<file path="config.mk">
export PLATFORM = sky130hd
export DESIGN_NAME = cic_interp
export DESIGN_NICKNAME = d
export VERILOG_FILES = /design/src/rtl/cic_interp.sv
export SDC_FILE = /design/constraint.sdc
export NUM_CORES = 1
export LEC_CHECK = 0
export ABC_CLOCK_PERIOD_IN_PS = 6650
export CORE_MARGIN = 3
export CORE_UTILIZATION = 25
export DETAILED_ROUTE_END_ITERATION = 12
export SYNTH_ARGS = -nofsm -noshare
export SYNTH_HDL_FRONTEND = slang
export SYNTH_SLANG_ARGS = --single-unit
</file>
<file path="constraint.sdc">
create_clock -name clk -period 6.65 [get_ports clk]
set_input_delay 1.33 -clock clk [delete_from_list [all_inputs] [get_ports clk]]
set_output_delay 1.33 -clock clk [all_outputs]
set_load 0.02 [all_outputs]
</file>
<file path="src/rtl/cic_interp.sv">
// N-stage CIC interpolator: a low-rate comb chain, zero-stuffing by R, and a high-rate integrator chain.
// The output is divided by R^(N-1), so a DC input reproduces itself at the output.
module cic_interp #(
   parameter int unsigned DW    = 16,
   parameter int unsigned N     = 3,
   parameter int unsigned LOG2R = 2
) (
   input  logic          clk,
   input  logic          reset,
   input  logic [DW-1:0] in_data,
   input  logic          in_valid,
   output logic          in_ready,
   output logic [DW-1:0] out_data,
   output logic          out_valid,
   input  logic          out_ready
);

   localparam int unsigned IW = DW + N * LOG2R;
   localparam int unsigned SH = (N - 1) * LOG2R;
   localparam int unsigned PW = (LOG2R > 0) ? LOG2R : 1;
   localparam logic [PW-1:0] PhLast = PW'((1 << LOG2R) - 1);

   logic [IW-1:0] d_q     [N];
   logic [IW-1:0] integ_q [N];
   logic [IW-1:0] c_q;
   logic [PW-1:0] ph_q;
   logic          busy_q;
   logic          out_valid_q;
   logic [DW-1:0] out_data_q;

   logic [IW-1:0] d_d     [N];
   logic [IW-1:0] integ_d [N];
   logic [IW-1:0] c_d;
   logic [IW-1:0] comb_acc;
   logic [IW-1:0] integ_acc;
   logic          accept;
   logic          issue;
   logic          ph_last;

   assign ph_last   = (ph_q == PhLast);
   assign issue     = busy_q & (~out_valid_q | out_ready);
   assign in_ready  = ~reset & (~busy_q | (issue & ph_last));
   assign accept    = in_valid & in_ready;
   assign out_data  = out_data_q;
   assign out_valid = out_valid_q;

   // Comb chain: each stage subtracts its delayed input; the delays latch the stage inputs.
   always_comb begin
      comb_acc = IW'($signed(in_data));
      for (int k = 0; k < N; k++) begin
         d_d[k]   = comb_acc;
         comb_acc = comb_acc - d_q[k];
      end
      c_d = comb_acc;
   end

   // Integrator chain fed with c_q at phase 0 and zeros otherwise.
   always_comb begin
      integ_acc = (ph_q == '0) ? c_q : '0;
      for (int k = 0; k < N; k++) begin
         integ_acc  = integ_q[k] + integ_acc;
         integ_d[k] = integ_acc;
      end
   end

   always_ff @(posedge clk) begin
      if (reset) begin
         for (int k = 0; k < N; k++) begin
            d_q[k]     <= '0;
            integ_q[k] <= '0;
         end
         c_q         <= '0;
         ph_q        <= '0;
         busy_q      <= 1'b0;
         out_valid_q <= 1'b0;
         out_data_q  <= '0;
      end else begin
         if (accept) begin
            for (int k = 0; k < N; k++) begin
               d_q[k] <= d_d[k];
            end
            c_q <= c_d;
         end
         if (issue) begin
            for (int k = 0; k < N; k++) begin
               integ_q[k] <= integ_d[k];
            end
            // Wrapped arithmetic is exact in these bits, so the slice is the floor division.
            out_data_q  <= integ_d[N-1][DW-1+SH:SH];
            out_valid_q <= 1'b1;
            if (ph_last) begin
               ph_q   <= '0;
               busy_q <= accept;
            end else begin
               ph_q <= ph_q + 1'b1;
            end
         end else begin
            if (accept) begin
               busy_q <= 1'b1;
               ph_q   <= '0;
            end
            if (out_ready) begin
               out_valid_q <= 1'b0;
            end
         end
      end
   end

endmodule

</file>
Figure 1. Signal wires on met1 (run 1).
Bar = 50 um. Supply wires on this layer in gray.
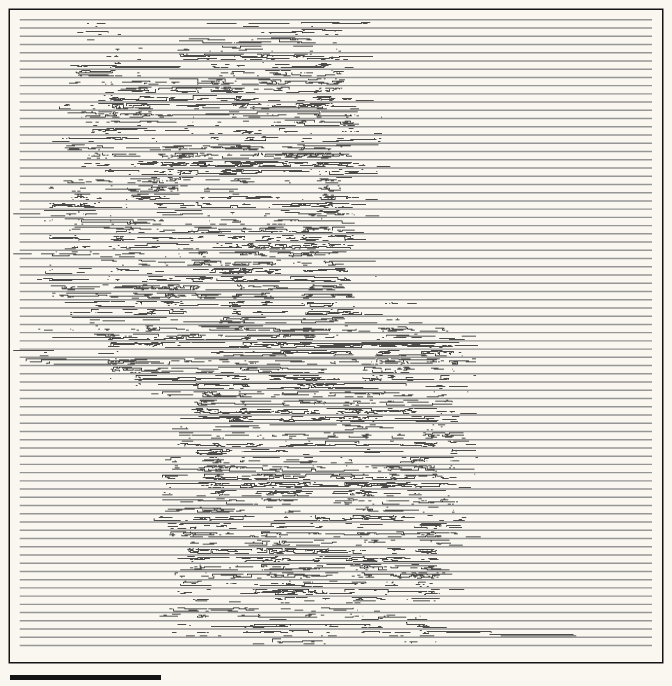
The layer carries 11400 um of wire. The wires run mostly horizontal. The longest straight run is 59.8 um. 1322 nets have wire on it. The layer holds 48% of the routed length.
Via Count: 8365
WL final: 24.0 mm

Figure 2. The metal 2 layer (run 1).
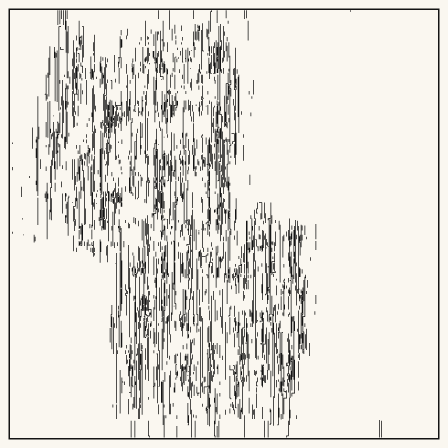
The longest straight run is 50.0 um. The layer carries 11700 um of wire.
met2 usage: 0.182

==> results.py, run 1 <==
# Synthesis and PnR figures
metrics = {
    "status": {
        "status": "completed",
    },
    "critical_path": {
        "crit_path_end_kind": "flip-flop",
        "critPathMaxStageDelay_ns": 0.45,
    },
    "logic_synthesis": {
        "ys_types": 65,
        "yosysTopAreaCellShare": 0.318,
        "area_leaders": "edfxtp_1 32%, ha_1 13%, dfxtp_1 7.3%",
        "avgSynthCellArea_um2": 9.51,
        "yosys_area_mm2": 0.0110,
        "dominantRegCellSynth": "edfxtp_1",
        "ys_ff": 156,
        "xor_share": 0.0669,
        "syn-cell-area_mm2": 0.0110,
        "simple_gate_area_frac": 0.185,
    },
    "min_path": {
        "hold_class": "flip-flop to flip-flop",
        "holdPathEnd": "out_data[10]",
        "holdPathStages": 2,
        "worstHoldStart": "out_data[10]",
    },
    "placed_design": {
        "pre_cts_slack_ns": -0.134,
        "portBuffers": 37,
        "place_inst": 1777,
    },
    "finish": {
        "final_util": 0.299,
        "dominant_cells": "logic gates",
        "finalInstanceArea_mm2": 0.0129,
        "n_all_buffers": 69,
        "seq_cell_count": 156,
    },
    "floorplan": {
        "die_width_um": 215,
        "initial_core_util": 0.254,
    },
    "cts": {
        "clock_path_buffers": 2,
        "cts_buffers": 17,
        "ctsHoldBuffers": 0,
        "clk_pin_slew_ns": 0.06,
        "clkLatencyLatePin_ns": 0.45,
    },
    "global_route": {
        "grtUsageTotal": 0.105,
    },
    "flow_run": {
        "openroad.warnings": 28,
    },
    "power_and_ir_drop": {
        "pwr-share-clk": 0.179,
        "intPower_mw": 3.48,
        "power_frac_seq": 0.229,
        "p_per_area_mw_per_mm2": 460,
    },
    "sta": {
        "fin_setup_tns_ns": 0,
        "finalCritPeriodShare": 0.945,
    },
}
Figure 3. M3 wires (run 1).
Bar = 50 um.
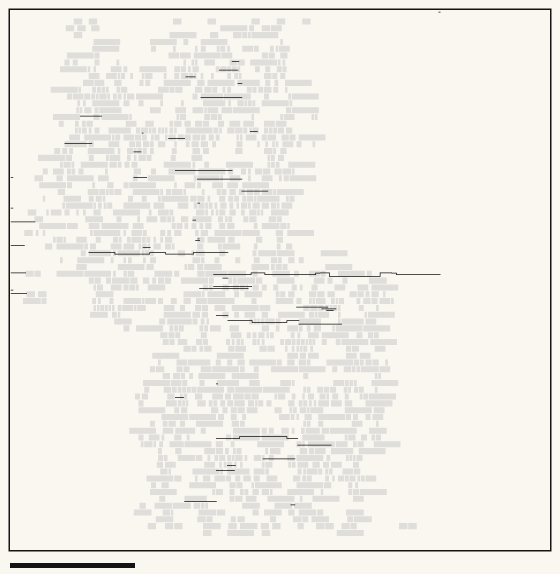
The layer carries 505 um of wire. The layer holds 2.1% of the routed length. The longest straight run is 22.5 um.

==> run 2, diff against run 1 <==
--- a/config.mk
+++ b/config.mk
@@ -6,6 +6,7 @@
 export NUM_CORES = 1
 export LEC_CHECK = 0
 export ABC_CLOCK_PERIOD_IN_PS = 6650
+export CAP_MARGIN = 10
 export CORE_MARGIN = 3
 export CORE_UTILIZATION = 25
 export DETAILED_ROUTE_END_ITERATION = 12
Figure 4. Signal wires on met1 (run 2).
Bar = 50 um. Supply wires on this layer in gray.
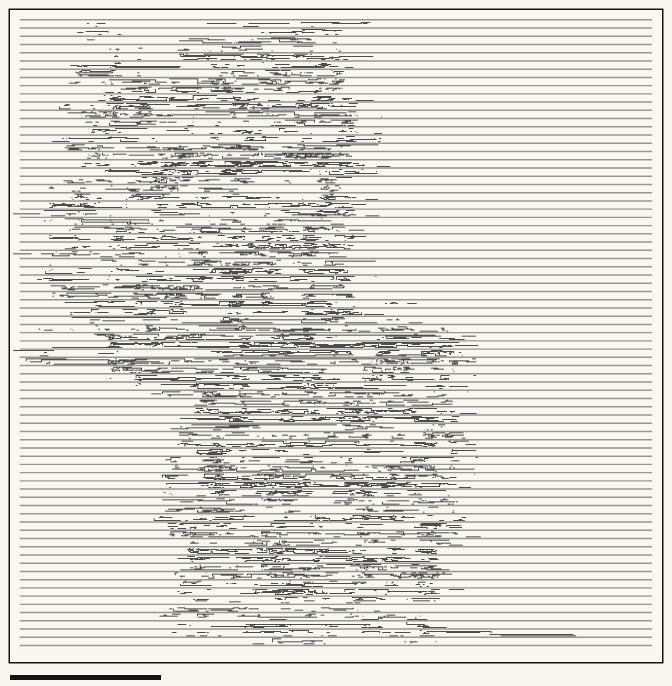
The layer holds 47% of the routed length. The wires run mostly horizontal. 1323 nets have wire on it. The layer carries 11400 um of wire.
M1 GR Usage: 0.132
WL final: 24.0 mm
Via Count: 8399

Figure 5. The metal 2 layer (run 2).
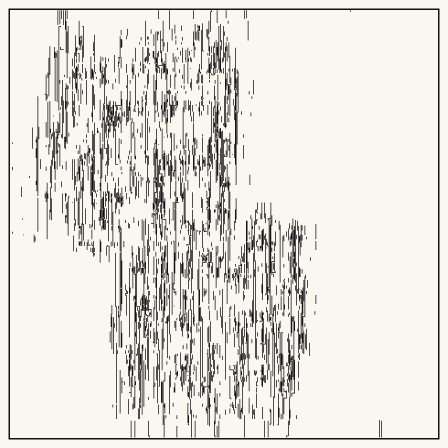
The layer carries 11700 um of wire. 1184 nets have wire on it.

==> run 2 against run 1 <==
Compared with the run above: clock power hardly changed; sequential power about the same; via count is 0.41% higher; largest cell class unchanged; largest power group unchanged.
==> results.py, run 2 <==
# Synthesis and PnR figures
metrics = {
    "status": {
        "status": "completed",
    },
    "logic_synthesis": {
        "xor_share": 0.0669,
        "simple_gate_area_frac": 0.185,
        "ys_types": 65,
        "yosysTopAreaCellShare": 0.318,
        "ys_cells": 1153,
        "area_leaders": "edfxtp_1 32%, ha_1 13%, dfxtp_1 7.3%",
        "ys_ff": 156,
        "avgSynthCellArea_um2": 9.51,
        "dominantRegCellSynth": "edfxtp_1",
    },
    "cts": {
        "ctsHoldBuffers": 0,
        "clkLatencyLatePin_ns": 0.45,
        "clock_path_buffers": 2,
        "clk_pin_slew_ns": 0.06,
        "cts_buffers": 17,
    },
    "finish": {
        "n_all_buffers": 70,
        "finalInstanceArea_mm2": 0.0129,
        "final_util": 0.299,
        "logic_area_mm2": 0.00628,
        "seq_cell_count": 156,
        "dominant_cells": "logic gates",
    },
    "power_and_ir_drop": {
        "pwr-share-clk": 0.179,
        "p_switching_mw": 2.46,
        "pg_seq_mw": 1.36,
        "intPower_mw": 3.48,
        "power_frac_seq": 0.229,
        "pg_clk_mw": 1.06,
    },
    "sta": {
        "max-slew-margin-rel": 0.471,
        "finalCritPeriodShare": 0.943,
        "fin_setup_tns_ns": 0,
    },
    "flow_run": {
        "openroad.warnings": 28,
    },
    "min_path": {
        "hold_class": "flip-flop to flip-flop",
        "holdPathStages": 2,
        "worstHoldStart": "out_data[10]",
    },
    "critical_path": {
        "crit_path_end_kind": "flip-flop",
        "cp_top_family": "AND-OR/OR-AND gates",
    },
    "placed_design": {
        "portBuffers": 37,
        "pre_cts_slack_ns": -0.134,
    },
    "global_route": {
        "gr-usage-met2": 0.182,
        "grtUsageTotal": 0.105,
    },
    "drt": {
        "ant_nets": 0,
    },
    "floorplan": {
        "die_width_um": 215,
    },
}
Power is estimated from default activity; no workload was simulated.
